File: config.mk
export PLATFORM = sky130hd
export DESIGN_NAME = pipe_ctrl_flat
export DESIGN_NICKNAME = d
export VERILOG_FILES = /design/src/rtl/pipe_ctrl_if.sv /design/src/rtl/pipe_ctrl.sv /design/src/flat_wrapper.sv
export SDC_FILE = /design/constraint.sdc
export NUM_CORES = 1
export LEC_CHECK = 0
export CAP_MARGIN = 0
export CORE_UTILIZATION = 46
export CTS_BUF_LIST = sky130_fd_sc_hd__clkbuf_16
export CTS_CLUSTER_DIAMETER = 100
export DETAILED_ROUTE_END_ITERATION = 8
export GPL_TIMING_DRIVEN = 0
export PLACE_DENSITY = 0.95
export SLEW_MARGIN = 25
export SYNTH_ARGS = -nofsm -noshare
export SYNTH_HDL_FRONTEND = slang
export SYNTH_SLANG_ARGS = --single-unit
File: constraint.sdc
create_clock -name i_clk -period 4.47 [get_ports i_clk]
set_input_delay 0.894 -clock i_clk [delete_from_list [all_inputs] [get_ports i_clk]]
set_output_delay 0.894 -clock i_clk [all_outputs]
set_load 0.01 [all_outputs]
File: src/rtl/pipe_ctrl_if.sv
// Handshake bundle between the pipeline datapath and pipe_ctrl.
// The master drives the stage status; the slave (pipe_ctrl) returns the PC and pipeline-register controls.
interface pipe_ctrl_if;
    localparam int unsigned REG_W = 5;
    localparam int unsigned XLEN  = 32;

    logic [REG_W-1:0] i_id_rs1;
    logic [REG_W-1:0] i_id_rs2;
    logic             i_id_uses_rs1;
    logic             i_id_uses_rs2;
    logic             i_ex_memread;
    logic [REG_W-1:0] i_ex_rd;
    logic             i_ex_redirect;
    logic [XLEN-1:0]  i_ex_target;
    logic [XLEN-1:0]  i_inc_pc;
    logic             i_imem_ready;
    logic             i_halt;
    logic [XLEN-1:0]  o_next_pc;
    logic             o_pc_en;
    logic             o_ifid_en;
    logic             o_ifid_flush;
    logic             o_idex_flush;
    logic             o_halted;
    logic [XLEN-1:0]  o_stall_cnt;

    modport master (
        output i_id_rs1, i_id_rs2, i_id_uses_rs1, i_id_uses_rs2,
               i_ex_memread, i_ex_rd, i_ex_redirect, i_ex_target,
               i_inc_pc, i_imem_ready, i_halt,
        input  o_next_pc, o_pc_en, o_ifid_en, o_ifid_flush, o_idex_flush,
               o_halted, o_stall_cnt
    );

    modport slave (
        input  i_id_rs1, i_id_rs2, i_id_uses_rs1, i_id_uses_rs2,
               i_ex_memread, i_ex_rd, i_ex_redirect, i_ex_target,
               i_inc_pc, i_imem_ready, i_halt,
        output o_next_pc, o_pc_en, o_ifid_en, o_ifid_flush, o_idex_flush,
               o_halted, o_stall_cnt
    );
endinterface

File: src/rtl/pipe_ctrl.sv
// Pipeline hazard/fetch controller: load-use stalls, EX redirects, imem wait states and halt.
// Optional stall counter enabled by defining PIPE_CTRL_PERF_CNT_EN.
module pipe_ctrl (
    input logic         i_clk,
    input logic         i_rst,
    pipe_ctrl_if.slave  bus
);
    localparam int unsigned XLEN = 32;

    typedef enum logic [1:0] {RUN, IMEM_WAIT, HALT} state_t;

    state_t          state, state_nxt;
    logic            pend, pend_nxt;
    logic [XLEN-1:0] pend_tgt, pend_tgt_nxt;

    logic            load_use_c;
    logic            pc_en, ifid_en, ifid_flush, idex_flush, halted;
    logic [XLEN-1:0] next_pc;

    // x0 is never a real destination, so it can't create a hazard
    assign load_use_c = bus.i_ex_memread && (bus.i_ex_rd != '0) &&
                        ((bus.i_id_uses_rs1 && (bus.i_id_rs1 == bus.i_ex_rd)) ||
                         (bus.i_id_uses_rs2 && (bus.i_id_rs2 == bus.i_ex_rd)));

    always_ff @(posedge i_clk) begin
        if (i_rst) begin
            state    <= RUN;
            pend     <= 1'b0;
            pend_tgt <= '0;
        end else begin
            state    <= state_nxt;
            pend     <= pend_nxt;
            pend_tgt <= pend_tgt_nxt;
        end
    end

    always_comb begin
        state_nxt    = state;
        pend_nxt     = pend;
        pend_tgt_nxt = pend_tgt;
        pc_en        = 1'b1;
        ifid_en      = 1'b1;
        ifid_flush   = 1'b0;
        idex_flush   = 1'b0;
        halted       = 1'b0;
        next_pc      = bus.i_inc_pc;

        case (state)
            RUN: begin
                if (bus.i_halt) begin
                    pc_en      = 1'b0;
                    ifid_en    = 1'b0;
                    ifid_flush = 1'b1;
                    idex_flush = 1'b1;
                    state_nxt  = HALT;
                end else if (bus.i_ex_redirect) begin
                    ifid_flush = 1'b1;
                    idex_flush = 1'b1;
                    if (bus.i_imem_ready) begin
                        next_pc = bus.i_ex_target;
                    end else begin
                        pc_en        = 1'b0;
                        pend_nxt     = 1'b1;
                        pend_tgt_nxt = bus.i_ex_target;
                        state_nxt    = IMEM_WAIT;
                    end
                end else if (!bus.i_imem_ready) begin
                    pc_en      = 1'b0;
                    ifid_en    = 1'b0;
                    idex_flush = 1'b1;
                    state_nxt  = IMEM_WAIT;
                end else if (load_use_c) begin
                    pc_en      = 1'b0;
                    ifid_en    = 1'b0;
                    idex_flush = 1'b1;
                end
            end
            IMEM_WAIT: begin
                // a redirect arriving while waiting replaces the target and is forwarded if ready now
                if (bus.i_ex_redirect) begin
                    pend_nxt     = 1'b1;
                    pend_tgt_nxt = bus.i_ex_target;
                end
                if (!bus.i_imem_ready) begin
                    pc_en      = 1'b0;
                    ifid_en    = 1'b0;
                    idex_flush = 1'b1;
                end else begin
                    if (bus.i_ex_redirect)
                        next_pc = bus.i_ex_target;
                    else if (pend)
                        next_pc = pend_tgt;
                    pend_nxt  = 1'b0;
                    state_nxt = RUN;
                end
            end
            HALT: begin
                pc_en      = 1'b0;
                ifid_en    = 1'b0;
                ifid_flush = 1'b1;
                idex_flush = 1'b1;
                halted     = 1'b1;
            end
            default: state_nxt = RUN;
        endcase

        if (i_rst) begin
            pc_en      = 1'b0;
            ifid_en    = 1'b0;
            ifid_flush = 1'b1;
            idex_flush = 1'b1;
            halted     = 1'b0;
            next_pc    = bus.i_inc_pc;
        end
    end

    assign bus.o_next_pc    = next_pc;
    assign bus.o_pc_en      = pc_en;
    assign bus.o_ifid_en    = ifid_en;
    assign bus.o_ifid_flush = ifid_flush;
    assign bus.o_idex_flush = idex_flush;
    assign bus.o_halted     = halted;

`ifdef PIPE_CTRL_PERF_CNT_EN
    logic [XLEN-1:0] stall_cnt;

    // saturating count of cycles the fetch PC was held outside HALT
    always_ff @(posedge i_clk) begin
        if (i_rst)
            stall_cnt <= '0;
        else if ((state != HALT) && !pc_en && (stall_cnt != '1))
            stall_cnt <= stall_cnt + XLEN'(1);
    end

    assign bus.o_stall_cnt = stall_cnt;
`else
    assign bus.o_stall_cnt = '0;
`endif

endmodule

File: src/flat_wrapper.sv
// flat-port wrapper written by rule: the top's interface ports become plain ports
module pipe_ctrl_flat 
  (i_clk, i_rst, bus_i_id_rs1, bus_i_id_rs2, bus_i_id_uses_rs1, bus_i_id_uses_rs2, bus_i_ex_memread, bus_i_ex_rd, bus_i_ex_redirect, bus_i_ex_target, bus_i_inc_pc, bus_i_imem_ready, bus_i_halt, bus_o_next_pc, bus_o_pc_en, bus_o_ifid_en, bus_o_ifid_flush, bus_o_idex_flush, bus_o_halted, bus_o_stall_cnt);
  pipe_ctrl_if bus_i ();
  input logic i_clk;
  input logic i_rst;
  input wire logic [$bits(bus_i.i_id_rs1)-1:0] bus_i_id_rs1;
  input wire logic [$bits(bus_i.i_id_rs2)-1:0] bus_i_id_rs2;
  input wire logic [$bits(bus_i.i_id_uses_rs1)-1:0] bus_i_id_uses_rs1;
  input wire logic [$bits(bus_i.i_id_uses_rs2)-1:0] bus_i_id_uses_rs2;
  input wire logic [$bits(bus_i.i_ex_memread)-1:0] bus_i_ex_memread;
  input wire logic [$bits(bus_i.i_ex_rd)-1:0] bus_i_ex_rd;
  input wire logic [$bits(bus_i.i_ex_redirect)-1:0] bus_i_ex_redirect;
  input wire logic [$bits(bus_i.i_ex_target)-1:0] bus_i_ex_target;
  input wire logic [$bits(bus_i.i_inc_pc)-1:0] bus_i_inc_pc;
  input wire logic [$bits(bus_i.i_imem_ready)-1:0] bus_i_imem_ready;
  input wire logic [$bits(bus_i.i_halt)-1:0] bus_i_halt;
  output wire logic [$bits(bus_i.o_next_pc)-1:0] bus_o_next_pc;
  output wire logic [$bits(bus_i.o_pc_en)-1:0] bus_o_pc_en;
  output wire logic [$bits(bus_i.o_ifid_en)-1:0] bus_o_ifid_en;
  output wire logic [$bits(bus_i.o_ifid_flush)-1:0] bus_o_ifid_flush;
  output wire logic [$bits(bus_i.o_idex_flush)-1:0] bus_o_idex_flush;
  output wire logic [$bits(bus_i.o_halted)-1:0] bus_o_halted;
  output wire logic [$bits(bus_i.o_stall_cnt)-1:0] bus_o_stall_cnt;
  assign bus_i.i_id_rs1 = bus_i_id_rs1;
  assign bus_i.i_id_rs2 = bus_i_id_rs2;
  assign bus_i.i_id_uses_rs1 = bus_i_id_uses_rs1;
  assign bus_i.i_id_uses_rs2 = bus_i_id_uses_rs2;
  assign bus_i.i_ex_memread = bus_i_ex_memread;
  assign bus_i.i_ex_rd = bus_i_ex_rd;
  assign bus_i.i_ex_redirect = bus_i_ex_redirect;
  assign bus_i.i_ex_target = bus_i_ex_target;
  assign bus_i.i_inc_pc = bus_i_inc_pc;
  assign bus_i.i_imem_ready = bus_i_imem_ready;
  assign bus_i.i_halt = bus_i_halt;
  assign bus_o_next_pc = bus_i.o_next_pc;
  assign bus_o_pc_en = bus_i.o_pc_en;
  assign bus_o_ifid_en = bus_i.o_ifid_en;
  assign bus_o_ifid_flush = bus_i.o_ifid_flush;
  assign bus_o_idex_flush = bus_i.o_idex_flush;
  assign bus_o_halted = bus_i.o_halted;
  assign bus_o_stall_cnt = bus_i.o_stall_cnt;
  pipe_ctrl u_core (.i_clk(i_clk), .i_rst(i_rst), .bus(bus_i));
endmodule
run_1/flops_by_reg.png
Scale bar: 20 µm.
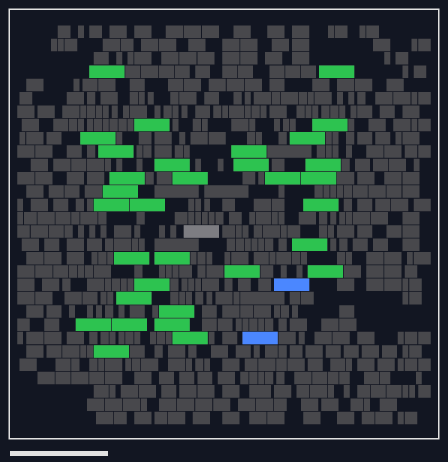
legend:
  u_core.pend_tgt:
    colour: green
    placed_flops: 32
  u_core.state:
    colour: blue
    placed_flops: 2
not coloured: 1

run_1/wires.png
Scale bar: 20 µm.
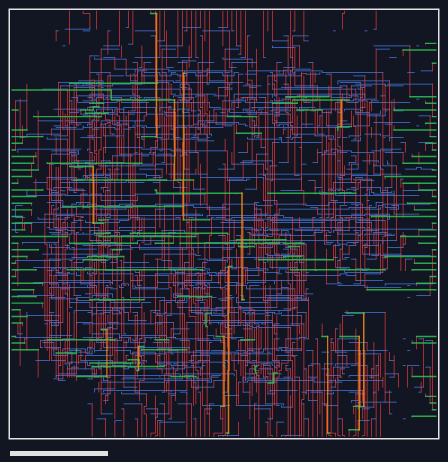
legend:
  metal 1:
    colour: blue
    wire_length: 4110 µm
  metal 2:
    colour: red
    wire_length: 5110 µm
  metal 4:
    colour: orange
    wire_length: 231 µm
  metal 3:
    colour: green
    wire_length: 840 µm

run_1/io_fan.png
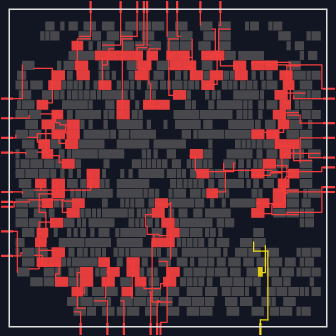
legend:
  bus_i_id_uses_rs1:
    colour: yellow
    bits: 1
    direction: input
    edge: bottom
    end_cells: 1
    wire: 37.3 µm
  bus_i_inc_pc:
    colour: red
    bits: 32
    direction: input
    edge: 9 top, 9 left, 8 right, 6 bottom
    end_cells: 96
    wire: 1010 µm

==> results.ini, run 1 <==
[layout]
clkbuf_count = 5
final_util_pct = 71.6
n_all_buffers = 197
sh_seq_area_pct = 14.2
area_delta_synth_final_pct = 47.5
n_all_inverters = 2
stdcell_count = 705
antennaDiodeCount = 0
largestClassByArea = multi-input combinational cells
nFillCells = 584
largest_register_ffs = 32
top_register = u_core.pend_tgt
layout_top_cells = clkdlybuf4s50_1, nand2_1, mux2i_1, buf_4
design.seq.count = 35
comb_area_share_pct = 46.8

[synthesis]
synth_seq_share_pct = 20.9
netlist_top_cells_count = nand2_1, mux2i_1, buf_4
ys_warn_count = 0
netlist.area_leader.share_pct = 20.9
syn_area_um2 = 3350
largest_area_cell = dfxtp_1
synth-main-ff-cell = dfxtp_1
ys.flops = 35
synth_cell_types = 32
async_reset_ff_share_pct = 0

[setup_path]
crit_end = bus_o_next_pc[23]
reg2regPathDepth = 6
critPathKind = input pin to output pin
cpMaxStageDelayCell = clkdlybuf4s50_1
startpoint = bus_i_imem_ready
critPathMaxFanout = 10
worstPathRequired_ps = 3580
regToRegStartpoint = u_core.state[0]$_SDFFE_PP0P_
cpPeakStageDelay_ps = 540
r2r_end = u_core.pend_tgt[19]$_SDFFE_PP0P_
r2r_setup_slack_ps = 2830
crit_chain = clkdlybuf4s50_1, buf_4, nand3b_1, inv_1, buf_1, o2bb2ai_1, a22o_1, clkdlybuf4s50_1

[power]
swShare_pct = 30.6
combinationalPowerShare_pct = 40.8
clockPowerShare_pct = 29.2
p_int_uw = 768
finalPower_mw = 1.11
powerComb_uw = 452
ir_worst_vdd_uv = 208

[place]
gp_congestion = 0.800
placedCellCount = 697
placed_cell_area_um2 = 4810

[grt]
use_met1_pct = 31.3
grt_overflow_total = 0
antenna_found_initial = 0
met2_usage_pct = 49.6
track_usage_pct = 26.9
grt_max_degree = 11

[clock_network]
numCtsBuffers = 5
cts_tree = built
clkLatencyLatePin_ps = 270
cts.repair.resized = 0
cts_sinks = 35
htree_levels = 2
root_buffer = clkbuf_16

[route]
routed_wl_mm = 10.3
drtIter0Drc = 278
drc = 0
num_vias = 3810
dr_wl_met3_um = 839
ant_nets = 0
dr_wl_met2_mm = 5.11

[run]
maxCapViolations = 0

[outcome]
status = complete, no violations

[sta]
grt_setup_unrepaired = false
period_minus_slack_ps = 4040
fin_ws_ps = 435
setup_viol = 0
max_freq_mhz = 248
worst_pin_slew_ps = 544
relSlewSlack_pct = 63.7

[hold_path]
worst_hold_path_type = flip-flop to flip-flop

[floorplanning]
die_h_um = 87.4

==> run 1 -> run 2 <==
--- a/config.mk
+++ b/config.mk
@@ -5,8 +5,9 @@
 export SDC_FILE = /design/constraint.sdc
 export NUM_CORES = 1
 export LEC_CHECK = 0
+export ABC_AREA = 1
 export CAP_MARGIN = 0
-export CORE_UTILIZATION = 46
+export CORE_UTILIZATION = 48
 export CTS_BUF_LIST = sky130_fd_sc_hd__clkbuf_16
 export CTS_CLUSTER_DIAMETER = 100
 export DETAILED_ROUTE_END_ITERATION = 8
==> run 2 against run 1 <==
Global-route usage rose by 3.3 points. Clock-buffer cell count stayed put. Worst hold slack got worse by 11 ps. Die size up 7.8%. Core utilization is 0.33 points higher. Design area grew 8.3%. Total power increased by 3.9%. Cell count rose by 31%. Sequential share of layout area down 1.1 points.
==> results.ini, run 2 <==
[outcome]
status = complete, no violations

[power]
powerComb_uw = 483  ; +6.9%
finalPower_mw = 1.15  ; +3.9%
p_int_uw = 765  ; -0.36%
clockPowerShare_pct = 28.2  ; -1.0 points
ir_worst_vdd_uv = 136  ; -35%
swShare_pct = 33.5  ; +2.8 points
combinationalPowerShare_pct = 42.0  ; +1.2 points

[route]
ant_nets = 0  ; unchanged
num_vias = 4985  ; +31%
dr_wl_met3_mm = 1.30  ; +55%
drc = 0  ; unchanged
drtIter0Drc = 398  ; +43%

[place]
placed_cell_area_um2 = 5220  ; +8.5%
placedCellCount = 913  ; +31%

[clock_network]
htree_levels = 2  ; unchanged
clkLatencyLatePin_ps = 280  ; about the same
cts.repair.resized = 0  ; unchanged
root_buffer = clkbuf_16
cts_hold_buf = 0
cts_sinks = 35  ; unchanged
path_clk_slew_ps = 50

[sta]
worst_pin_slew_ps = 518  ; -26.4 ps
setup_viol = 0  ; unchanged
relSlewSlack_pct = 65.5  ; +1.8 points
max_freq_mhz = 263  ; +6.1%
fin_ws_ps = 666  ; +231 ps
grt_setup_unrepaired = false

[setup_path]
r2r_end = u_core.pend_tgt[28]$_SDFFE_PP0P_
cpPeakStageDelay_ps = 570  ; +30 ps
regToRegStartpoint = u_core.state[1]$_SDFFE_PP0P_
crit_end = bus_o_next_pc[22]
reg2regPathDepth = 5  ; -1
critPathMaxFanout = 10  ; unchanged
critPathKind = input pin to output pin
crit_chain = clkdlybuf4s50_1, nor2_2, inv_2, clkbuf_2, o21ai_0, o2111ai_1, o21ai_1, inv_1, clkdlybuf4s50_1
startpoint = bus_i_halt
cpMaxStageDelayCell = clkdlybuf4s50_1
r2r_setup_slack_ps = 2950  ; +120 ps

[layout]
sh_seq_area_pct = 13.1  ; -1.1 points
final_common_cell = o21ai_0
clkbuf_count = 5  ; unchanged
comb_area_share_pct = 41.7  ; -5.1 points
top_register = u_core.pend_tgt
area_delta_synth_final_pct = 41.8
largest_register_ffs = 32  ; unchanged
buf_share_pct = 32.0
n_all_buffers = 199  ; +1.0%
nFillCells = 640  ; +9.6%
largestClassByArea = multi-input combinational cells
stdcell_count = 921  ; +31%

[floorplanning]
die_h_um = 90.8  ; +3.8%

[synthesis]
largest_area_cell = dfxtp_1
synth_seq_share_pct = 18.5  ; -2.4 points
netlist.area_leader.share_pct = 18.5  ; -2.4 points
synth_cell_types = 24  ; -25%
async_reset_ff_share_pct = 0  ; unchanged
syn_area_um2 = 3780  ; +13%
ys.flops = 35  ; unchanged
syn-instance-count = 663
synth-main-ff-cell = dfxtp_1

[hold_path]
worst_hold_path_type = flip-flop to flip-flop

[grt]
antenna_found_initial = 0  ; unchanged
grt_overflow_total = 0  ; unchanged
grt_max_degree = 11  ; unchanged
met2_usage_pct = 52.4  ; +2.8 points
use_met1_pct = 35.8  ; +4.5 points

[run]
maxCapViolations = 0  ; unchanged

run_2/io_fan.png
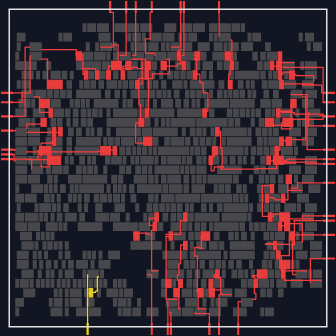
legend:
  bus_i_inc_pc:
    colour: red
    bits: 32
    direction: input
    edge: 12 right, 7 left, 7 top, 6 bottom
    end_cells: 96
    wire: 1050 µm
  bus_i_id_uses_rs1:
    colour: yellow
    bits: 1
    direction: input
    edge: bottom
    end_cells: 1
    wire: 22.0 µm

run_2/sizes.png
Scale bar: 20 µm.
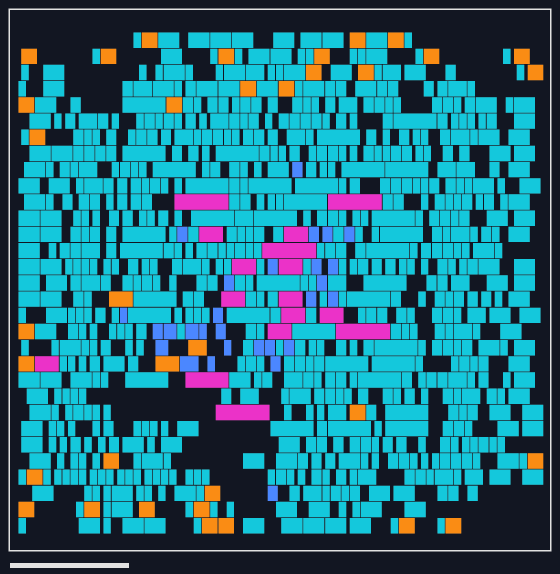
legend:
  _3 and _4 cells:
    colour: orange
    cells: 35
    share: 4.3%
    most_used: buf_4
  _2 cells:
    colour: blue
    cells: 28
    share: 3.4%
    most_used: buf_2
  _0 and _1 cells:
    colour: cyan
    cells: 743
    share: 90%
    most_used: o21ai_0
  _6 and larger:
    colour: magenta
    cells: 16
    share: 1.9%
    most_used: buf_6

==> run 2 -> run 3 <==
--- a/config.mk
+++ b/config.mk
@@ -13,7 +13,9 @@
 export DETAILED_ROUTE_END_ITERATION = 8
 export GPL_TIMING_DRIVEN = 0
 export PLACE_DENSITY = 0.95
+export SKIP_CTS_REPAIR_TIMING = 1
 export SLEW_MARGIN = 25
 export SYNTH_ARGS = -nofsm -noshare
 export SYNTH_HDL_FRONTEND = slang
 export SYNTH_SLANG_ARGS = --single-unit
+export TNS_END_PERCENT = 10
==> run 3 against run 2 <==
Cell count unchanged. Core utilization stayed put. Sequential power about the same. First-iteration DRC count unchanged. Critical path depth stayed put. Worst setup slack unchanged. Via count unchanged. Synthesized area stayed put. Critical endpoint unchanged. Largest power group unchanged. Highest routed layer unchanged.
==> results.ini, run 3 <==
[floorplanning]
fp.dieArea_um2 = 8240
io_pins = 156
tap_cells = 99
die_h_um = 90.8  ; unchanged
dieWidth_um = 90.8

[clock_network]
path_clk_slew_ps = 50  ; about the same
root_buffer = clkbuf_16
htree_levels = 2  ; unchanged
clkLatencyLatePin_ps = 280  ; about the same
cts_sinks = 35  ; unchanged

[grt]
grt_overflow_total = 0  ; unchanged
grt_max_degree = 11  ; unchanged
met2_usage_pct = 52.4  ; unchanged
grt_busiest_layer = met2
track_usage_pct = 30.2
antenna_found_initial = 0  ; unchanged
use_met1_pct = 35.8  ; unchanged

[layout]
final_common_cell = o21ai_0
layout_top_cells = o21ai_0, clkdlybuf4s50_1, inv_1, nand2_1, a21oi_1
nFillCells = 640  ; unchanged
regArea_um2 = 701
comb_area_share_pct = 41.7  ; unchanged
n_all_buffers = 199  ; unchanged
largest_register_ffs = 32  ; unchanged
buf_share_pct = 32.0  ; unchanged
logic_area_um2 = 2230
largestClassByArea = multi-input combinational cells
sh_seq_area_pct = 13.1  ; unchanged
layout-drive-gt1-share_pct = 9.61
reg.largest.list = u_core.pend_tgt: 32 flops, u_core.state: 2 flops, u_core.pend: 1 flops
top_register = u_core.pend_tgt
area_delta_synth_final_pct = 41.8  ; unchanged
stdcell_count = 921  ; unchanged

[setup_path]
r2r_end = u_core.pend_tgt[28]$_SDFFE_PP0P_
crit_end = bus_o_next_pc[22]
cpPeakStageDelay_ps = 570  ; about the same
regToRegStartpoint = u_core.state[1]$_SDFFE_PP0P_
cp_top_family = buffers and inverters
cpMaxStageDelayCell = clkdlybuf4s50_1
cp-start-kind = input pin
end_kind = output pin
cp_data_arrival_time_ps = 2910
critPathKind = input pin to output pin
cp_common_cell = clkdlybuf4s50_1
crit_chain = clkdlybuf4s50_1, nor2_2, inv_2, clkbuf_2, o21ai_0, o2111ai_1, o21ai_1, inv_1, clkdlybuf4s50_1
critPathMaxFanout = 10  ; unchanged
startpoint = bus_i_halt
reg2regPathDepth = 5  ; unchanged
r2r_setup_slack_ps = 2950  ; about the same

[power]
top_power_group = combinational logic
combinationalPowerShare_pct = 42.0  ; about the same
p_seq_share_pct = 29.8
finalPower_mw = 1.15  ; unchanged
seq_cell_power_uw = 342
swShare_pct = 33.5  ; unchanged
powerComb_uw = 483  ; about the same
p_int_uw = 765  ; unchanged
pg_clk_uw = 324
clockPowerShare_pct = 28.2  ; about the same
ir_worst_vdd_uv = 136  ; unchanged

[route]
drc = 0  ; unchanged
routed_wl_mm = 12.5
dr_wl_met3_mm = 1.30  ; unchanged
ant_nets = 0  ; unchanged
num_vias = 4985  ; unchanged
drtIter0Drc = 398  ; unchanged

[synthesis]
topCellsByArea = dfxtp_1, o21ai_0, inv_1, nand2_1, a21oi_1
syn_avg_cell_area_um2 = 5.70
synth_cell_types = 24  ; unchanged
ys.flops = 35  ; unchanged
fa_ha_area_share_pct = 0
synth-main-ff-cell = dfxtp_1
syn_area_um2 = 3780  ; unchanged
muxShareOfSynthArea_pct = 0
synth_seq_share_pct = 18.5  ; unchanged
async_reset_ff_share_pct = 0  ; unchanged
netlist.area_leader.share_pct = 18.5  ; unchanged
largest_area_cell = dfxtp_1
syn-instance-count = 663  ; unchanged
ys_cells = 663
xor_share_pct = 0

[sta]
period_minus_slack_ps = 3800
fin_ws_ps = 666  ; unchanged
max_freq_mhz = 263  ; unchanged
setup_viol = 0  ; unchanged
timing.final.crit_share_pct = 85.1
grt_setup_unrepaired = false
worst_pin_slew_ps = 518  ; unchanged
relSlewSlack_pct = 65.5  ; unchanged

[place]
dp_hpwl_mm = 9.14
placed_cell_area_um2 = 5220  ; unchanged
placedCellCount = 913  ; unchanged

[run]
maxCapViolations = 0  ; unchanged
warnings = 26

[outcome]
status = complete, no violations

[hold_path]
min_from = u_core.pend_tgt[24]$_SDFFE_PP0P_
min_path_cells = 2
worst_hold_path_type = flip-flop to flip-flop

run_3/flops_by_reg.png
Scale bar: 20 µm.
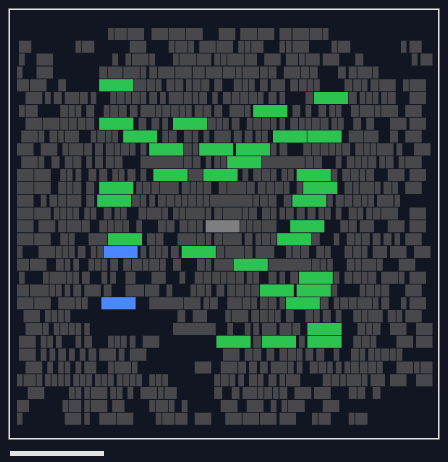
legend:
  u_core.state:
    colour: blue
    placed_flops: 2
  u_core.pend_tgt:
    colour: green
    placed_flops: 32
not coloured: 1

run_3/clocks.png
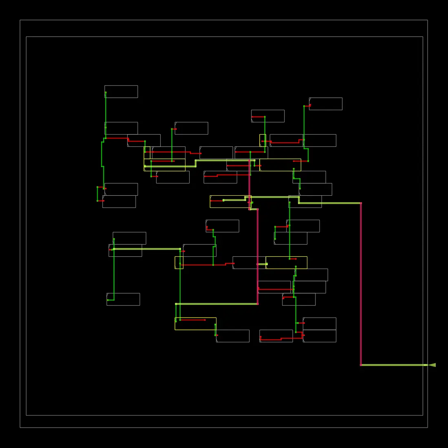
flop count: 35
CLK BUF: 5

No activity file was given, so power comes from the tool's default toggle rates.
